### config.mk
export PLATFORM = sky130hd
export DESIGN_NAME = tcp_tmp_rx_buf_drain
export DESIGN_NICKNAME = d
export VERILOG_FILES = /design/src/rtl/packet_struct_pkg.sv /design/src/rtl/tcp_pkg.sv /design/src/rtl/tcp_tmp_rx_buf_drain_ctrl.sv /design/src/rtl/tcp_tmp_rx_buf_drain_datapath.sv /design/src/rtl/tcp_tmp_rx_buf_drain.sv
export SDC_FILE = /design/constraint.sdc
export NUM_CORES = 1
export LEC_CHECK = 0
export CORE_AREA = 2 2 403 405
export CTS_CLUSTER_DIAMETER = 150
export DETAILED_ROUTE_END_ITERATION = 10
export DIE_AREA = 0 0 405 407
export GPL_TIMING_DRIVEN = 0
export RECOVER_POWER = 50
export SYNTH_ARGS = -nofsm -noshare
export SYNTH_HDL_FRONTEND = slang
export SYNTH_SLANG_ARGS = --single-unit
export TNS_END_PERCENT = 50
### constraint.sdc
create_clock -name clk -period 9.9 [get_ports clk]
set_input_delay 0.99 -clock clk [delete_from_list [all_inputs] [get_ports clk]]
set_output_delay 0.99 -clock clk [all_outputs]
set_load 0.01 [all_outputs]
### src/rtl/packet_struct_pkg.sv
// Packet header types shared by the TCP RX path.
package packet_struct_pkg;

  typedef struct packed {
    logic [15:0] src_port;
    logic [15:0] dst_port;
    logic [31:0] seq_num;
    logic [31:0] ack_num;
    logic [3:0]  raw_data_offset;
    logic [2:0]  reserved;
    logic [8:0]  flags;
    logic [15:0] win_size;
    logic [15:0] chksum;
    logic [15:0] urg_pointer;
  } tcp_pkt_hdr;

endpackage

### src/rtl/tcp_pkg.sv
// TCP RX widths, tmp-buffer entry type and drain FSM states.
package tcp_pkg;

  localparam int IP_ADDR_W             = 32;
  localparam int TOT_LEN_W             = 16;
  localparam int MAC_INTERFACE_W       = 256;
  localparam int MAC_INTERFACE_BYTES   = MAC_INTERFACE_W / 8;
  localparam int MAC_INTERFACE_BYTES_W = $clog2(MAC_INTERFACE_BYTES);
  localparam int MAC_PADBYTES_W        = MAC_INTERFACE_BYTES_W;
  localparam int RX_TMP_BUF_ADDR_W     = 12;
  localparam int RX_TMP_BUF_MEM_ADDR_W = RX_TMP_BUF_ADDR_W - MAC_INTERFACE_BYTES_W;

  typedef struct packed {
    logic [RX_TMP_BUF_ADDR_W-1:0] payload_addr;
    logic [TOT_LEN_W-1:0]         payload_len;
  } payload_buf_struct;

  typedef enum logic [1:0] {
    ST_IDLE    = 2'd0,
    ST_HDR_OUT = 2'd1,
    ST_DATA    = 2'd2,
    ST_FREE    = 2'd3
  } drain_state_e;

  // Number of MAC lines covering len bytes (rounded up).
  function automatic logic [TOT_LEN_W-1:0] len_to_lines(input logic [TOT_LEN_W-1:0] len);
    return (len >> MAC_INTERFACE_BYTES_W) +
           TOT_LEN_W'(len[MAC_INTERFACE_BYTES_W-1:0] != '0);
  endfunction

endpackage

### src/rtl/tcp_tmp_rx_buf_drain_ctrl.sv
// Drain sequencing FSM: entry accept, header out, data phase, slab free.
module tcp_tmp_rx_buf_drain_ctrl
  import tcp_pkg::*;
(
  input  logic         clk,
  input  logic         rst,
  input  logic         src_hdr_val,
  input  logic         dst_hdr_rdy,
  input  logic         free_rdy,
  input  logic         len_zero,
  input  logic         last_beat_hs,
  output drain_state_e state,
  output logic         entry_accept,
  output logic         hdr_rdy,
  output logic         dst_hdr_val,
  output logic         free_val
);

  assign entry_accept = hdr_rdy && src_hdr_val;

  // hdr_rdy is only ever high in IDLE, so accept needs no state qualifier.
  always_ff @(posedge clk or posedge rst) begin
    if (rst) begin
      state       <= ST_IDLE;
      hdr_rdy     <= 1'b0;
      dst_hdr_val <= 1'b0;
      free_val    <= 1'b0;
    end else begin
      case (state)
        ST_IDLE: begin
          if (entry_accept) begin
            state       <= ST_HDR_OUT;
            hdr_rdy     <= 1'b0;
            dst_hdr_val <= 1'b1;
          end else begin
            hdr_rdy <= 1'b1;
          end
        end
        ST_HDR_OUT: begin
          if (dst_hdr_rdy) begin
            dst_hdr_val <= 1'b0;
            if (len_zero) begin
              state    <= ST_FREE;
              free_val <= 1'b1;
            end else begin
              state <= ST_DATA;
            end
          end
        end
        ST_DATA: begin
          if (last_beat_hs) begin
            state    <= ST_FREE;
            free_val <= 1'b1;
          end
        end
        ST_FREE: begin
          if (free_rdy) begin
            state    <= ST_IDLE;
            free_val <= 1'b0;
            hdr_rdy  <= 1'b1;
          end
        end
        default: begin
          state       <= ST_IDLE;
          hdr_rdy     <= 1'b0;
          dst_hdr_val <= 1'b0;
          free_val    <= 1'b0;
        end
      endcase
    end
  end

endmodule

### src/rtl/tcp_tmp_rx_buf_drain_datapath.sv
// Entry field registers, line address/request/response counters and beat shaping.
module tcp_tmp_rx_buf_drain_datapath
  import tcp_pkg::*;
  import packet_struct_pkg::*;
#(
  parameter int MAX_OUTSTANDING = 2
) (
  input  logic                             clk,
  input  logic                             rst,
  input  logic                             load,
  input  logic                             in_data,
  input  logic [IP_ADDR_W-1:0]             src_ip,
  input  logic [IP_ADDR_W-1:0]             dst_ip,
  input  tcp_pkt_hdr                       tcp_hdr,
  input  payload_buf_struct                entry,
  output logic [IP_ADDR_W-1:0]             src_ip_q,
  output logic [IP_ADDR_W-1:0]             dst_ip_q,
  output tcp_pkt_hdr                       tcp_hdr_q,
  output logic [TOT_LEN_W-1:0]             len_q,
  output logic [RX_TMP_BUF_ADDR_W-1:0]     slab_addr_q,
  output logic                             len_zero,
  output logic                             rd_req_val,
  output logic [RX_TMP_BUF_MEM_ADDR_W-1:0] rd_req_addr,
  input  logic                             rd_req_rdy,
  input  logic                             resp_val,
  input  logic [MAC_INTERFACE_W-1:0]       resp_data,
  output logic                             resp_rdy,
  output logic                             data_val,
  output logic [MAC_INTERFACE_W-1:0]       data,
  output logic                             data_last,
  output logic [MAC_PADBYTES_W-1:0]        data_padbytes,
  input  logic                             data_rdy,
  output logic                             last_beat_hs
);

  localparam int OUT_W = $clog2(MAX_OUTSTANDING + 1);

  logic [TOT_LEN_W-1:0]      req_left;
  logic [TOT_LEN_W-1:0]      resp_left;
  logic [OUT_W-1:0]          outstanding;
  logic [MAC_PADBYTES_W-1:0] pad_bytes;
  logic                      req_hs;
  logic                      beat_hs;

  assign len_zero   = (len_q == '0);
  assign rd_req_val = in_data && (req_left != '0) && (outstanding < OUT_W'(MAX_OUTSTANDING));
  assign req_hs     = rd_req_val && rd_req_rdy;

  // Responses arrive in order, so they pass straight through as payload beats.
  assign resp_rdy     = in_data && data_rdy;
  assign data_val     = in_data && resp_val;
  assign data         = resp_data;
  assign beat_hs      = data_val && data_rdy;
  assign data_last    = (resp_left == TOT_LEN_W'(1));
  assign last_beat_hs = beat_hs && data_last;

  // Modular subtraction gives (BYTES - len%BYTES) % BYTES directly.
  assign pad_bytes     = MAC_PADBYTES_W'(MAC_INTERFACE_BYTES) - len_q[MAC_INTERFACE_BYTES_W-1:0];
  assign data_padbytes = data_last ? pad_bytes : '0;

  always_ff @(posedge clk or posedge rst) begin
    if (rst) begin
      src_ip_q    <= '0;
      dst_ip_q    <= '0;
      tcp_hdr_q   <= '0;
      len_q       <= '0;
      slab_addr_q <= '0;
      rd_req_addr <= '0;
      req_left    <= '0;
      resp_left   <= '0;
      outstanding <= '0;
    end else if (load) begin
      src_ip_q    <= src_ip;
      dst_ip_q    <= dst_ip;
      tcp_hdr_q   <= tcp_hdr;
      len_q       <= entry.payload_len;
      slab_addr_q <= entry.payload_addr;
      rd_req_addr <= entry.payload_addr[RX_TMP_BUF_ADDR_W-1:MAC_INTERFACE_BYTES_W];
      req_left    <= len_to_lines(entry.payload_len);
      resp_left   <= len_to_lines(entry.payload_len);
      outstanding <= '0;
    end else begin
      if (req_hs) begin
        rd_req_addr <= rd_req_addr + 1'b1;
        req_left    <= req_left - 1'b1;
      end
      if (beat_hs) resp_left <= resp_left - 1'b1;
      case ({req_hs, beat_hs})
        2'b10:   outstanding <= outstanding + 1'b1;
        2'b01:   outstanding <= outstanding - 1'b1;
        default: outstanding <= outstanding;
      endcase
    end
  end

endmodule

### src/rtl/tcp_tmp_rx_buf_drain.sv
// Drains completed tmp RX buffer entries: header, payload lines, slab free.
// Optional TCP_RX_DRAIN_STATS_EN adds packet/byte counters.
module tcp_tmp_rx_buf_drain
  import tcp_pkg::*;
  import packet_struct_pkg::*;
#(
  parameter int MAX_OUTSTANDING = 2
) (
  input  logic                             clk,
  input  logic                             rst,
  input  logic                             src_drain_rx_hdr_val,
  input  logic [IP_ADDR_W-1:0]             src_drain_rx_src_ip,
  input  logic [IP_ADDR_W-1:0]             src_drain_rx_dst_ip,
  input  tcp_pkt_hdr                       src_drain_rx_tcp_hdr,
  input  payload_buf_struct                src_drain_rx_payload_entry,
  output logic                             drain_src_rx_hdr_rdy,
  output logic                             drain_buf_rd_req_val,
  output logic [RX_TMP_BUF_MEM_ADDR_W-1:0] drain_buf_rd_req_addr,
  input  logic                             buf_drain_rd_req_rdy,
  input  logic                             buf_drain_rd_resp_val,
  input  logic [MAC_INTERFACE_W-1:0]       buf_drain_rd_resp_data,
  output logic                             drain_buf_rd_resp_rdy,
  output logic                             drain_dst_rx_hdr_val,
  output logic [IP_ADDR_W-1:0]             drain_dst_rx_src_ip,
  output logic [IP_ADDR_W-1:0]             drain_dst_rx_dst_ip,
  output tcp_pkt_hdr                       drain_dst_rx_tcp_hdr,
  output logic [TOT_LEN_W-1:0]             drain_dst_rx_payload_len,
  input  logic                             dst_drain_rx_hdr_rdy,
  output logic                             drain_dst_rx_data_val,
  output logic [MAC_INTERFACE_W-1:0]       drain_dst_rx_data,
  output logic                             drain_dst_rx_data_last,
  output logic [MAC_PADBYTES_W-1:0]        drain_dst_rx_data_padbytes,
  input  logic                             dst_drain_rx_data_rdy,
  output logic                             drain_free_slab_req_val,
  output logic [RX_TMP_BUF_ADDR_W-1:0]     drain_free_slab_req_addr,
  input  logic                             free_slab_drain_req_rdy
`ifdef TCP_RX_DRAIN_STATS_EN
  ,
  output logic [31:0]                      drain_stats_pkts,
  output logic [31:0]                      drain_stats_bytes
`endif
);

  drain_state_e state;
  logic         entry_accept;
  logic         in_data;
  logic         len_zero;
  logic         last_beat_hs;

  assign in_data = (state == ST_DATA);

  tcp_tmp_rx_buf_drain_ctrl u_ctrl (
    .clk          (clk),
    .rst          (rst),
    .src_hdr_val  (src_drain_rx_hdr_val),
    .dst_hdr_rdy  (dst_drain_rx_hdr_rdy),
    .free_rdy     (free_slab_drain_req_rdy),
    .len_zero     (len_zero),
    .last_beat_hs (last_beat_hs),
    .state        (state),
    .entry_accept (entry_accept),
    .hdr_rdy      (drain_src_rx_hdr_rdy),
    .dst_hdr_val  (drain_dst_rx_hdr_val),
    .free_val     (drain_free_slab_req_val)
  );

  tcp_tmp_rx_buf_drain_datapath #(.MAX_OUTSTANDING(MAX_OUTSTANDING)) u_dp (
    .clk           (clk),
    .rst           (rst),
    .load          (entry_accept),
    .in_data       (in_data),
    .src_ip        (src_drain_rx_src_ip),
    .dst_ip        (src_drain_rx_dst_ip),
    .tcp_hdr       (src_drain_rx_tcp_hdr),
    .entry         (src_drain_rx_payload_entry),
    .src_ip_q      (drain_dst_rx_src_ip),
    .dst_ip_q      (drain_dst_rx_dst_ip),
    .tcp_hdr_q     (drain_dst_rx_tcp_hdr),
    .len_q         (drain_dst_rx_payload_len),
    .slab_addr_q   (drain_free_slab_req_addr),
    .len_zero      (len_zero),
    .rd_req_val    (drain_buf_rd_req_val),
    .rd_req_addr   (drain_buf_rd_req_addr),
    .rd_req_rdy    (buf_drain_rd_req_rdy),
    .resp_val      (buf_drain_rd_resp_val),
    .resp_data     (buf_drain_rd_resp_data),
    .resp_rdy      (drain_buf_rd_resp_rdy),
    .data_val      (drain_dst_rx_data_val),
    .data          (drain_dst_rx_data),
    .data_last     (drain_dst_rx_data_last),
    .data_padbytes (drain_dst_rx_data_padbytes),
    .data_rdy      (dst_drain_rx_data_rdy),
    .last_beat_hs  (last_beat_hs)
  );

`ifdef TCP_RX_DRAIN_STATS_EN
  always_ff @(posedge clk or posedge rst) begin
    if (rst) begin
      drain_stats_pkts  <= '0;
      drain_stats_bytes <= '0;
    end else if (drain_free_slab_req_val && free_slab_drain_req_rdy) begin
      drain_stats_pkts  <= drain_stats_pkts + 32'd1;
      drain_stats_bytes <= drain_stats_bytes + 32'(drain_dst_rx_payload_len);
    end
  end
`endif

  // A response with no request in flight means the buffer broke the protocol.
  resp_only_in_data: assert property (@(posedge clk) disable iff (rst)
    buf_drain_rd_resp_val |-> in_data);

endmodule

==> images/met1.png <==
Scale bar: 100 um. Cells faint in the background.
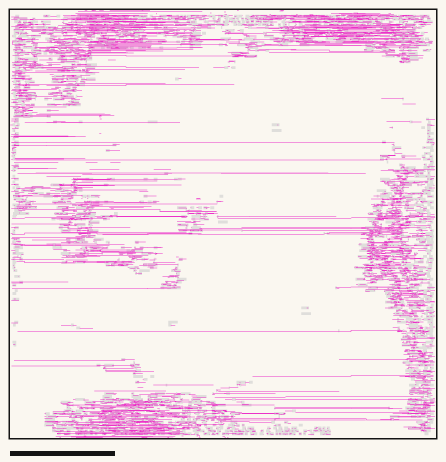
share of all routed wire: 38%
nets with wire on the layer: 2,623
wire length on this layer: 35.1 mm
longest straight run: 350 um
main direction: horizontal

==> images/met2.png <==
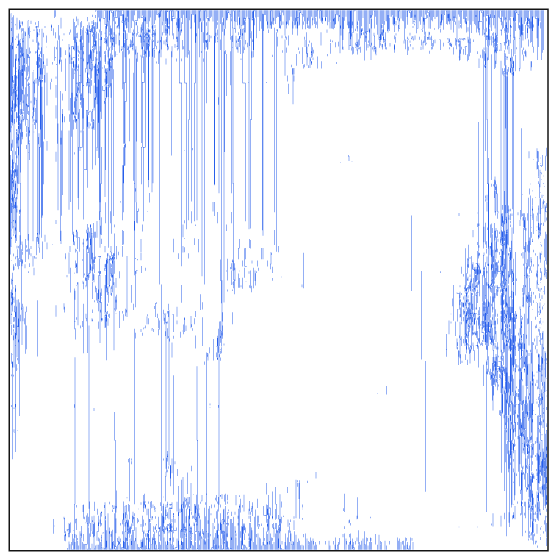
nets with wire on the layer: 2,586
main direction: vertical
wire length on this layer: 41.9 mm
longest straight run: 221 um
share of all routed wire: 46%
met2 GRT Util: 16.5%
drt total wl: 91.2 mm
via count: 14,400

==> images/met3.png <==
Scale bar: 100 um.
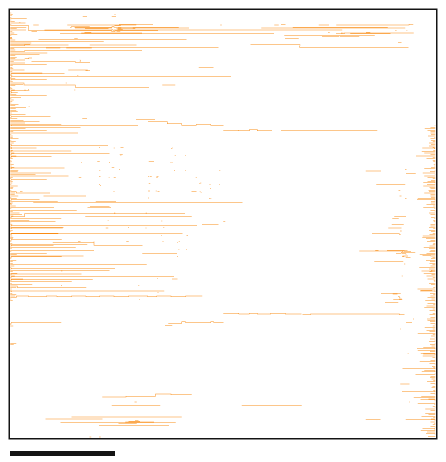
main direction: horizontal
wire length on this layer: 10,700 um
share of all routed wire: 12%
longest straight run: 217 um
nets with wire on the layer: 542

[per-layer routing]
metal | up-vias | global-route usage [%] | wire, um
li1 | 6660 | - | -
met1 | 6864 | 12.0 | 35100
met2 | 717 | 16.5 | 41900
met3 | 162 | 5.20 | 10700
met4 | 8 | 3.70 | 3330
met5 | - | 0.773 | 207
[power by group]
group	total [mW]	switching (mW)	internal [mW]
combinational	2.12	1.15	0.968
sequential	1.81	0.249	1.56
clock	1.58	0.666	0.912
[worst reg2reg max path: cells and delay by family, from the launching register on]
family / cells / cell delay [ns]
buffers and inverters: 3 / 2.25
flip-flops: 1 / 0.37
AND/OR/NAND/NOR: 3 / 0.72
==> results.json <==
{
  "syn_avg_cell_area_um2": 8.63,
  "failed_checks": "max-capacitance violations, max-slew violations",
  "yosys.stat.seqShare_pct": 51.9,
  "setup_violations": 0,
  "clock_sinks": 298,
  "cts_hold_buffers": 0,
  "cts-root-buf": "clkbuf_16",
  "mostFrequentLayoutCell": "nand2_1",
  "ys_sh_mux_pct": 0.383,
  "grt-ovfl-total": 0,
  "ff_count": 298,
  "status": "finished with violations",
  "min_period_ns": 4.27,
  "final_max_slew_viol_count": 89,
  "nNonClkInverters": 14,
  "instances_no_fill": 4701,
  "signal_buffers": 1109,
  "cap_violations": 1,
  "fp-utilization_pct": 8.97,
  "post-cts-setup-buffers": 0,
  "largest_reg_flops": 160,
  "largest_class": "buffers",
  "hp-class": "register to register",
  "topCellsByArea": "dfrtp_1 52%, nand2_1 20%, buf_4 13%",
  "slew_headroom_pct": -202,
  "rsz0062_at_grt": "no",
  "slowest_delay_ns": 2.42,
  "ys_cells": 1664,
  "synthTopCellsByCount": "770 x nand2_1, 298 x dfrtp_1, 256 x buf_4, 60 x clkbuf_1, 36 x nor2_1",
  "comb_area_um2": 4660,
  "flop_area_um2": 7460,
  "worst_pin_slew_ns": 4.53,
  "slowest_stage": "clkinvlp_2",
  "wire_per_inst_um": 19.4,
  "power.total_mw": 5.51,
  "io_buffers": 786,
  "timing.hold.ws_ns": 0.466,
  "edf_count": 0,
  "top_area_share_pct": 51.9,
  "cellPowerDensity_nw_per_um2": 208,
  "tritoncts": "done",
  "drc": 0,
  "leakagePower_nw": 11.8,
  "grt_usage_pct": 10.4,
  "syn_nets": 2192,
  "seqAreaFraction_pct": 28.2,
  "n_clock_buffer": 55,
  "fin_util_pct": 16.5,
  "syn_area_um2": 14400,
  "dp.cells": 4612,
  "worstSetupStartpointType": "primary input",
  "top_regs": "u_dp.tcp_hdr_q (160), u_dp.dst_ip_q (32), u_dp.src_ip_q (32)",
  "drtIter0Drc": 662,
  "synth-seq-cells": 298,
  "clk_pin_slew_worst_paths_ns": 0.05,
  "final-clk-cell-share_pct": 5.32,
  "synth_dominant_cell_count": "nand2_1",
  "core_um2": 160000,
  "aoi_share_pct": 3.39,
  "num_rows": 147,
  "min_path_cells": 2,
  "via_per_inst": 3.07,
  "ir_drop_mv": 0.110,
  "cts_made_buffers": 43,
  "n_antenna_cell": 15,
  "yosysWarnings": 0,
  "min_period_over_period_pct": 43.1
}
